`src/rtl/perceptron_pkg.sv`:
```
// Shared types and constants for the perceptron weight trainer.
// Latency: n/a (declarations only).
// Backpressure: n/a.
package perceptron_pkg;

    // Trainer sequencer: fetch row, compute update, write row back.
    typedef enum logic [1:0] {
        ST_IDLE  = 2'd0,
        ST_READ  = 2'd1,
        ST_CALC  = 2'd2,
        ST_WRITE = 2'd3
    } state_t;

    // Default geometry of the predictor this trainer serves.
    localparam int DEF_HIST_LEN = 8;
    localparam int DEF_WEIGHT_W = 8;
    localparam int DEF_DEPTH    = 32;
    localparam int DEF_THETA    = 29;
    localparam int DEF_SUM_W    = 13;

    // Saturation limits for the default weight width.
    localparam int WEIGHT_MAX = (1 << (DEF_WEIGHT_W - 1)) - 1;
    localparam int WEIGHT_MIN = -(1 << (DEF_WEIGHT_W - 1));

    // Largest positive value of a signed weight of width w.
    function automatic int weight_max(input int w);
        return (1 << (w - 1)) - 1;
    endfunction

    // Most negative value of a signed weight of width w.
    function automatic int weight_min(input int w);
        return -(1 << (w - 1));
    endfunction

endpackage

```
`src/rtl/weight_sat_update.sv`:
```
// Moves one signed weight by +1 or -1, clamping at the representable limits.
// Latency: purely combinational.
// Backpressure: none; always produces a result.
module weight_sat_update
    import perceptron_pkg::*;
#(
    parameter int WEIGHT_W = DEF_WEIGHT_W
) (
    input  logic [WEIGHT_W-1:0] weight,
    input  logic                inc,
    output logic [WEIGHT_W-1:0] weight_next
);

    localparam logic [WEIGHT_W-1:0] W_MAX = WEIGHT_W'(weight_max(WEIGHT_W));
    localparam logic [WEIGHT_W-1:0] W_MIN = WEIGHT_W'(weight_min(WEIGHT_W));
    localparam logic [WEIGHT_W-1:0] W_ONE = {{(WEIGHT_W-1){1'b0}}, 1'b1};

    // Step toward the requested direction unless already pinned at that rail.
    always_comb begin
        weight_next = weight;
        if (inc) begin
            if (weight != W_MAX) begin
                weight_next = weight + W_ONE;
            end
        end else begin
            if (weight != W_MIN) begin
                weight_next = weight - W_ONE;
            end
        end
    end

endmodule

```
`src/rtl/perceptron_trainer.sv`:
```
// Perceptron trainer: queues resolved branches, read-modify-writes the weight row when training is needed.
// Latency: accept at edge N -> READ after N+1, CALC after N+2, wr_en in the cycle after edge N+3.
// Backpressure: 2-entry request FIFO; req_ready drops while it is full; one row update in flight at a time.
module perceptron_trainer
    import perceptron_pkg::*;
#(
    parameter int HIST_LEN = DEF_HIST_LEN,
    parameter int WEIGHT_W = DEF_WEIGHT_W,
    parameter int DEPTH    = DEF_DEPTH,
    parameter int THETA    = DEF_THETA,
    parameter int SUM_W    = DEF_SUM_W,
    localparam int ADDR_WIDTH = $clog2(DEPTH),
    localparam int ROW_W      = (HIST_LEN + 1) * WEIGHT_W
) (
    input  logic                  clk,
    input  logic                  reset,
    input  logic                  req_valid,
    output logic                  req_ready,
    input  logic [ADDR_WIDTH-1:0] req_idx,
    input  logic [HIST_LEN-1:0]   req_hist,
    input  logic                  req_taken,
    input  logic                  req_pred,
    input  logic [SUM_W-1:0]      req_sum,
    output logic [ADDR_WIDTH-1:0] rd_addr,
    input  logic [ROW_W-1:0]      rd_data,
    output logic                  wr_en,
    output logic [ADDR_WIDTH-1:0] wr_addr,
    output logic [ROW_W-1:0]      wr_data,
    output logic                  busy,
    output logic [15:0]           train_count
);

    localparam logic [1:0]     FIFO_FULL = 2'd2;
    localparam logic [SUM_W:0] THETA_EXT = (SUM_W + 1)'(THETA);

    // ------------------------------------------------------------------
    // Request FIFO (two entries, field-per-array storage)
    // ------------------------------------------------------------------
    logic [ADDR_WIDTH-1:0] fifo_idx   [2];
    logic [HIST_LEN-1:0]   fifo_hist  [2];
    logic                  fifo_taken [2];
    logic                  fifo_pred  [2];
    logic [SUM_W-1:0]      fifo_sum   [2];
    logic                  wr_ptr;
    logic                  rd_ptr;
    logic [1:0]            fifo_cnt;
    logic                  push;
    logic                  pop;

    state_t state;
    state_t state_next;

    // Ready depends only on occupancy, so a full FIFO refuses even when a pop is due this cycle.
    assign req_ready = (fifo_cnt != FIFO_FULL);
    assign push      = req_valid && req_ready;
    // The head is retired once its update has been computed.
    assign pop       = (state == ST_CALC);

    // FIFO pointers and occupancy; cleared by reset so in-flight requests are dropped.
    always_ff @(posedge clk or posedge reset) begin
        if (reset) begin
            wr_ptr   <= 1'b0;
            rd_ptr   <= 1'b0;
            fifo_cnt <= 2'd0;
        end else begin
            if (push) begin
                wr_ptr <= ~wr_ptr;
            end
            if (pop) begin
                rd_ptr <= ~rd_ptr;
            end
            case ({push, pop})
                2'b10:   fifo_cnt <= fifo_cnt + 2'd1;
                2'b01:   fifo_cnt <= fifo_cnt - 2'd1;
                default: fifo_cnt <= fifo_cnt;
            endcase
        end
    end

    // FIFO payload storage; contents are meaningless while the count says empty.
    always_ff @(posedge clk) begin
        if (push) begin
            fifo_idx[wr_ptr]   <= req_idx;
            fifo_hist[wr_ptr]  <= req_hist;
            fifo_taken[wr_ptr] <= req_taken;
            fifo_pred[wr_ptr]  <= req_pred;
            fifo_sum[wr_ptr]   <= req_sum;
        end
    end

    logic [ADDR_WIDTH-1:0] head_idx;
    logic [HIST_LEN-1:0]   head_hist;
    logic                  head_taken;
    logic                  head_pred;
    logic [SUM_W-1:0]      head_sum;

    assign head_idx   = fifo_idx[rd_ptr];
    assign head_hist  = fifo_hist[rd_ptr];
    assign head_taken = fifo_taken[rd_ptr];
    assign head_pred  = fifo_pred[rd_ptr];
    assign head_sum   = fifo_sum[rd_ptr];

    // ------------------------------------------------------------------
    // Training decision and weight update
    // ------------------------------------------------------------------
    logic [SUM_W:0]    sum_ext;
    logic [SUM_W:0]    abs_sum;
    logic              train_req;
    logic [HIST_LEN:0] inc_vec;
    logic [ROW_W-1:0]  row_q;
    logic [ROW_W-1:0]  new_row;

    // One extra bit keeps |most-negative sum| representable.
    assign sum_ext   = {head_sum[SUM_W-1], head_sum};
    assign abs_sum   = sum_ext[SUM_W] ? (-sum_ext) : sum_ext;
    assign train_req = (head_taken != head_pred) || (abs_sum <= THETA_EXT);

    // Bias follows the outcome; w_i rises when x_i (hist bit as +/-1) matches the outcome.
    assign inc_vec = {~(head_hist ^ {HIST_LEN{head_taken}}), head_taken};

    for (genvar i = 0; i <= HIST_LEN; i++) begin : g_weight
        weight_sat_update #(
            .WEIGHT_W (WEIGHT_W)
        ) u_sat (
            .weight      (row_q[i*WEIGHT_W +: WEIGHT_W]),
            .inc         (inc_vec[i]),
            .weight_next (new_row[i*WEIGHT_W +: WEIGHT_W])
        );
    end

    // Capture the table row at the end of READ so CALC works from a stable copy.
    always_ff @(posedge clk or posedge reset) begin
        if (reset) begin
            row_q <= '0;
        end else if (state == ST_READ) begin
            row_q <= rd_data;
        end
    end

    // Register the write-back address/data when CALC decides an update is needed.
    always_ff @(posedge clk or posedge reset) begin
        if (reset) begin
            wr_addr <= '0;
            wr_data <= '0;
        end else if ((state == ST_CALC) && train_req) begin
            wr_addr <= head_idx;
            wr_data <= new_row;
        end
    end

    // Count completed write-backs; wraps naturally at 16 bits.
    always_ff @(posedge clk or posedge reset) begin
        if (reset) begin
            train_count <= 16'd0;
        end else if (state == ST_WRITE) begin
            train_count <= train_count + 16'd1;
        end
    end

    // ------------------------------------------------------------------
    // Sequencer
    // ------------------------------------------------------------------

    // State register; reset returns to IDLE even in the middle of a write.
    always_ff @(posedge clk or posedge reset) begin
        if (reset) begin
            state <= ST_IDLE;
        end else begin
            state <= state_next;
        end
    end

    // Next state: only one request is processed at a time, which serialises same-row updates.
    always_comb begin
        state_next = state;
        case (state)
            ST_IDLE:  if (fifo_cnt != 2'd0) state_next = ST_READ;
            ST_READ:  state_next = ST_CALC;
            ST_CALC:  state_next = train_req ? ST_WRITE : ST_IDLE;
            ST_WRITE: state_next = ST_IDLE;
            default:  state_next = ST_IDLE;
        endcase
    end

    // State-decoded outputs: table read address, write strobe, busy flag.
    always_comb begin
        rd_addr = '0;
        wr_en   = 1'b0;
        busy    = (state != ST_IDLE) || (fifo_cnt != 2'd0);
        case (state)
            ST_READ:  rd_addr = head_idx;
            ST_WRITE: wr_en   = 1'b1;
            default:  ;
        endcase
    end

endmodule

```
`config.mk`:
```
export PLATFORM = sky130hd
export DESIGN_NAME = perceptron_trainer
export DESIGN_NICKNAME = d
export VERILOG_FILES = /design/src/rtl/perceptron_pkg.sv /design/src/rtl/weight_sat_update.sv /design/src/rtl/perceptron_trainer.sv
export SDC_FILE = /design/constraint.sdc
export NUM_CORES = 1
export LEC_CHECK = 0
export ABC_AREA = 0
export ABC_CLOCK_PERIOD_IN_PS = 12450
export CAP_MARGIN = 20
export CORE_MARGIN = 10
export CORE_UTILIZATION = 35
export CTS_CLUSTER_SIZE = 20
export DETAILED_ROUTE_END_ITERATION = 10
export PLACE_DENSITY = 0.62
export SLEW_MARGIN = 20
export SYNTH_ARGS = -nofsm -noshare
export SYNTH_HDL_FRONTEND = slang
export SYNTH_SLANG_ARGS = --single-unit
```
`constraint.sdc`:
```
create_clock -name clk -period 12.45 [get_ports clk]
set_clock_uncertainty 0.05 [all_clocks]
set_input_delay 2.49 -clock clk [delete_from_list [all_inputs] [get_ports clk]]
set_output_delay 2.49 -clock clk [all_outputs]
set_load 0.02 [all_outputs]
```
### Metal 2, run 1

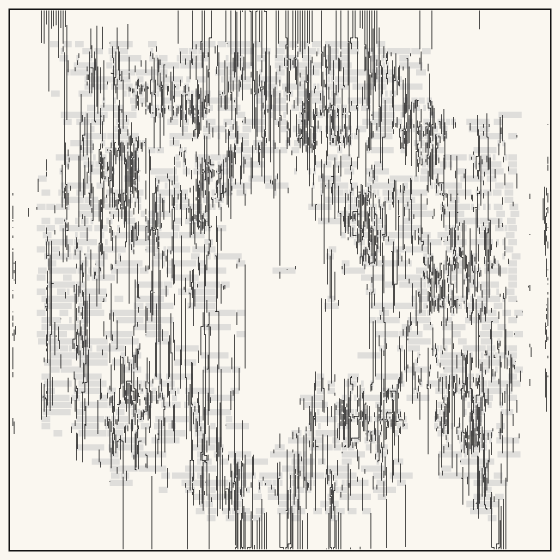
main direction = vertical
wire length on this layer = 15500 µm
share of all routed wire = 46%
longest straight run = 58.1 µm

### Wires at chosen ports, followed through buffers, run 1

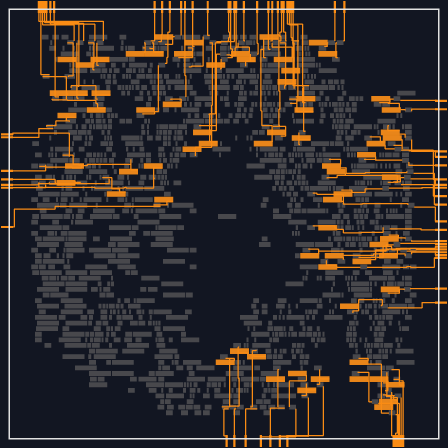
orange -> `wr_data`  # bits 72, direction output, edge 31 top, 21 right, 13 bottom, 7 left, end cells 72, buffers 72, wire 3550 µm

### Cell outlines without signal wires, run 1

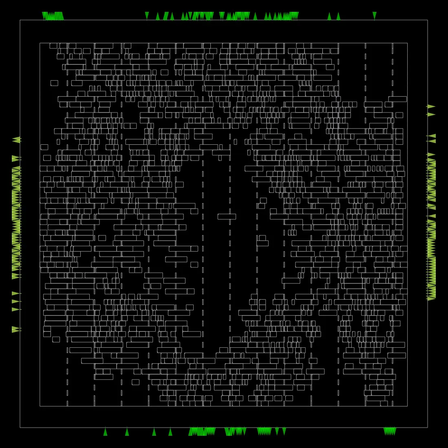
Core Region: 34600 µm²
Layout Cells excl Fill: 1905
Flops: 227
Core Rows: 68
Seq/total area: 38.1%

==> job_summary.md, run 1 <==
## Synthesis and layout report

| Metric | Value |
|---|---|
| Metal2 WL | `15500 µm` |
| Reg2reg start | `rd_ptr` |
| Clk cell area share | `5.71%` |
| Max_cap viols | `0` |
| Number of global-route vias before repair | `9803` |
| Vias per cell | `5.19` |
| P_clk | `0.788 mW` |
| Adder Share, Synth | `3.05%` |
| Asr flop ratio synth | `75.3%` |
| Crit path max fanout | `23` |
| Placed Cells | `1852` |
| Top pwr grp | `combinational logic` |
| Main flop type | `dfrtp_1` |
| Setup WS pre-CTS | `7.62 ns` |
| Mapped Nets | `1386` |
| CP startpoint kind | `register` |
| Reg2reg end | `wr_data[41]` |
| Pwr Total | `4.25 mW` |
| R2R Setup Slk | `8.05 ns` |
| Gr ovfl total | `0` |
| DRC | `0` |
| Die Ht | `208 µm` |
| Crit-path leading delay family | `buffers and inverters` |
| Inverters | `34` |
| Max Clock Freq | `197 MHz` |
| Chip area line of the yosys report | `12300 µm²` |
| Total Routing Usage GR | `15.0%` |
| Final Hold Vio Count | `0` |
| Worst Setup EP | `rd_addr[1]` |
| Die width | `208 µm` |
| Mux frac, synth | `10.3%` |
| Filler cells | `3281` |
| Cell Area, Placed | `14700 µm²` |
| Largest net degree at the start of global routing | `92` |
| Synth warnings | `0` |
| Sw power | `1.81 mW` |
| Clock buf count | `36` |
| Share of cells above drive strength 1 | `9.32%` |
| Clk slew on worst S/H paths | `0.06 ns` |
| Worst-Skew Late Latency | `0.55 ns` |
| Syn avg cell area | `9.83 µm²` |
| Final cell area excluding filler cells | `15600 µm²` |
| Max layer used | `met5` |
| Setup ws final | `7.38 ns` |
| Hold_sp | `train_count[15]` |
| GRT busiest layer | `met2` |
| Combinational Power Share | `48.1%` |
| Dpl hpwl | `23600 µm` |
| CP peak stage delay | `0.63 ns` |
| Power density cells | `272 nW/µm²` |
| Num CTS Buffers | `27` |
| Hold WS | `0.430 ns` |
| Hold depth | `1` |
| Slew HR | `35.8%` |
| Crit path from | `rd_ptr` |
| H-tree levels | `1` |
| Final Util | `45.1%` |
| Crit-path cells | `buf_4 > mux2i_1 > nor2_1 > clkdlybuf4s50_1` |
| Metal3 WL | `1750 µm` |
| AND-OR/OR-AND share of the synthesized area | `10.1%` |
| Comb. pwr | `2.05 mW` |
| Most frequent cell after synthesis | `nand2_1` |
| Post-cts gate resize count | `0` |
| Sequential power | `1.42 mW` |
| N_taps | `455` |
| Non-CTS buffers | `210` |
| Clock share of power | `18.5%` |
| Post-synth EDFFs | `56` |
| Mapped Cells | `1253` |
| Tmin final | `5.07 ns` |
| Worst VDD drop | `0.113 mV` |
| Cell area leaders | `dfrtp_1 35%, edfxtp_1 14%, nand2_1 7.4%` |
| Seq pwr share | `33.4%` |
| Final setup fails | `0` |
| Met1 Use GR | `19.9%` |
| Worst-Margin Slew | `0.951 ns` |
| Number of cells in Yosys stat | `1253` |
| Wire length per cell | `17.7 µm` |
| Die footprint | `43100 µm²` |
| Data buffer area share | `13.5%` |
| Synth unique cells | `65` |
| Seq share, synth | `48.4%` |
| Cell Int Power | `2.44 mW` |
| Top cell area share | `34.7%` |
| Drt total wl | `33600 µm` |
| Detail Route Antenna Nets | `0` |
| Largest area contributor in the netlist | `dfrtp_1` |
| Yosys xor share | `4.83%` |
| Crit end category | `output pin` |
| M2 GR Usage | `24.2%` |
| Violation tally from detailed-route iteration zero | `546` |
| FF+latch area | `5960 µm²` |
| First-pass GRT wire length | `54300 µm` |
| Multi-input gates | `927` |
| Switching Share | `42.5%` |
| Log Warnings | `44` |
| RSZ-0062 raised after global routing | `no` |
| Hold Path Sink | `train_count[15]` |
| Slowest cell on the critical path | `clkdlybuf4s50_1` |
| Logic share of the area | `38.1%` |
| Final antenna diode count | `2` |
| Clock Sinks | `227` |
| Antenna violations before repair | `4` |
| Cells on worst reg2reg path | `7` |
| Metal-1 WL | `15600 µm` |
| Final Cycle Share | `40.8%` |
| Simple share | `19.8%` |
| Crit path buffers/inverters | `2` |
| Clock Path Buffers | `3` |
| Worst path required time | `9.91 ns` |
| Router iterations before antenna repair | `5` |
| Mapped Area | `12300 µm²` |
| Outcome | `completed` |
| Static leakage | `6.51 nW` |
| Leading cell kind | `multi-input combinational cells` |
| CTS tree | `done` |
| Area Overhead vs Synth | `26.9%` |
| GPL Wtd Cong | `0.869` |
| Arrival time worst endpoint | `2.53 ns` |
| Critical path class | `register to output pin` |
| IO buf count | `203` |
| Final tally of max-slew violations | `0` |
| Layout Nets | `1560` |
| Post-synth regs | `227` |
| Worst path depth | `4` |
| TNS Setup | `0 ns` |
| Post-CTS Hold Buffers | `0` |
| Tightest Hold Check Type | `register to register` |
| Via Count | `9888` |
| Leading cell types by count after synthesis | `243 x nand2_1, 171 x dfrtp_1, 80 x nor2_1` |
| FP Util | `35.6%` |
| Comb area leader | `simple AND/OR/NAND/NOR gates` |
run 1: flip-flops by register name, indices dropped and copies added (netlist names):
| register | flops |
|---|---|
| wr_ptr | 1 |
| fifo_hist | 16 |
| fifo_taken | 2 |
| rd_ptr | 1 |
| row_q | 72 |
| train_count | 16 |
| state | 2 |
| fifo_sum | 26 |
| wr_data | 72 |
| fifo_idx | 10 |
| fifo_pred | 2 |
| wr_addr | 5 |
| fifo_cnt | 2 |
run 1: cells in the final DEF (no fill, tap or decap), types with 37 or more instances in the layout:
cell             count
nor3_1              43
edfxtp_1            56
clkdlybuf4s50_1    203
a21oi_1             39
o21ai_0             50
xnor2_1             45
mux2i_1             37
nand2_1            243
mux2_2              63
dfrtp_1            170
nor2_1              79
==> inputs of run 2 (changes only) <==
ABC_CLOCK_PERIOD_IN_PS = 5300   (was 12450)
clock period = 5.3 ns   (was 12.45 ns; I/O delays follow)
### Cell outlines without signal wires, run 2

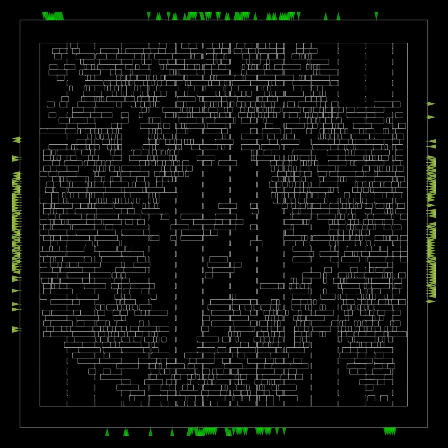
Final Util: 45.1%
Seq/total area: 38.2%
Filler cells: 3278
n_taps: 455

==> run 2 against run 1 <==
Via count decreased by 0.33%. Critical path type is now register to register. Routed wire length shrank 0.34%. Highest routed layer unchanged. Sequential cell count unchanged. Synthesized area stayed put. Largest power group unchanged. Non-clock buffer count grew 1.
==> job_summary.md, run 2 <==
## Synthesis and layout report

| Metric | Value |
|---|---|
| Combinational Power Share | `48.0%` |
| Vias per cell | `5.17` |
| Top cell area share | `34.7%` |
| H-tree levels | `1` |
| Log Warnings | `47` |
| Mapped Cells | `1253` |
| Asr flop ratio synth | `75.3%` |
| CTS tree | `done` |
| Non-CTS buffers | `211` |
| Final setup fails | `0` |
| Seq pwr share | `33.8%` |
| Worst path required time | `5.67 ns` |
| Num CTS Buffers | `27` |
| Reg2reg start | `rd_ptr` |
| Core Rows | `68` |
| Slew HR | `24.9%` |
| Drt total wl | `33500 µm` |
| Largest net degree at the start of global routing | `172` |
| IO buf count | `203` |
| Simple share | `19.8%` |
| Mapped Area | `12300 µm²` |
| Area Overhead vs Synth | `26.8%` |
| Clock share of power | `18.3%` |
| R2R Setup Slk | `1.49 ns` |
| Largest area contributor in the netlist | `dfrtp_1` |
| Router iterations before antenna repair | `5` |
| Die width | `208 µm` |
| Post-synth EDFFs | `56` |
| RSZ-0062 raised after global routing | `no` |
| Cell area leaders | `dfrtp_1 35%, edfxtp_1 14%, nand2_1 7.4%` |
| Crit path max fanout | `43` |
| CP startpoint kind | `register` |
| Worst-Margin Slew | `1.13 ns` |
| Worst VDD drop | `0.342 mV` |
| Mux frac, synth | `10.3%` |
| Slowest cell on the critical path | `dfrtp_2` |
| Flops | `227` |
| CP peak stage delay | `0.91 ns` |
| Most instantiated logic cells after routing | `243 x nand2_1, 203 x clkdlybuf4s50_1, 170 x dfrtp_1` |
| Crit-path cells | `mux2_2 > xnor2_1 > or4_1 > nand3_4 > buf_4 > mux2_2` |
| Comb. pwr | `4.77 mW` |
| Inverters | `34` |
| Placed Cells | `1854` |
| Clock Sinks | `227` |
| Hold WS | `0.420 ns` |
| Top pwr grp | `combinational logic` |
| Power density cells | `637 nW/µm²` |
| Setup WS pre-CTS | `1.41 ns` |
| Clk slew on worst S/H paths | `0.06 ns` |
| Crit path from | `rd_ptr` |
| Synth warnings | `0` |
| Tmin final | `3.81 ns` |
| Clock buf count | `28` |
| Gr ovfl total | `0` |
| Number of cells in Yosys stat | `1253` |
| DRC | `0` |
| Adder Share, Synth | `3.05%` |
| Leading cell types by count after synthesis | `243 x nand2_1, 171 x dfrtp_1, 80 x nor2_1` |
| Final cell area excluding filler cells | `15600 µm²` |
| Violation tally from detailed-route iteration zero | `633` |
| Hold_sp | `train_count[15]` |
| Wire length per cell | `17.6 µm` |
| Tightest Hold Check Type | `register to register` |
| Outcome | `completed` |
| Layout Cells excl Fill | `1905` |
| GPL Wtd Cong | `0.882` |
| Final antenna diode count | `2` |
| Die Ht | `208 µm` |
| Clock Path Buffers | `3` |
| Via Count | `9855` |
| Final Hold Vio Count | `0` |
| Layout Nets | `1561` |
| Arrival time worst endpoint | `4.18 ns` |
### Met3 routing, run 2

Bar = 50 µm.
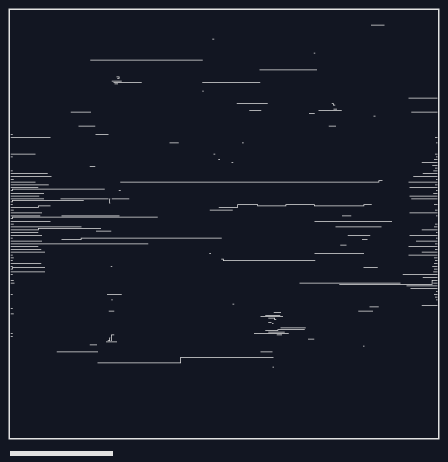
longest straight run = 125 µm
nets with wire on the layer = 154

==> run 2: final timing paths <==
check	to	depth (start not counted)
worst max-delay path	wr_data[17]	6
worst min-delay path	train_count[15]	1
worst max register to register	wr_data[17]	6
worst min register to register	train_count[15]	1
max in group asynchronous	wr_addr[1]	3
min in group asynchronous	state[1]	3
==> run 2: metal layers <==
metal	global-route usage, %	part of all wire [%]	wire length [µm]	vias to the layer above
met2	24.4	46	15500	240
met1	19.8	46	15500	4754
li1	-	-	-	4822
met5	0	0.021	7	-
met3	3.52	6.0	2010	37
met4	3.14	1.4	482	2
==> run 2: critical path: cells and delay by family (launching register included) <==
kind                   cells  cell delay (ns)
multiplexers               2             1.11
flip-flops                 1             0.91
AND/OR/NAND/NOR            2             0.73
buffers and inverters      1             0.59
XOR/XNOR                   1             0.25
Power is estimated from default activity; no workload was simulated.
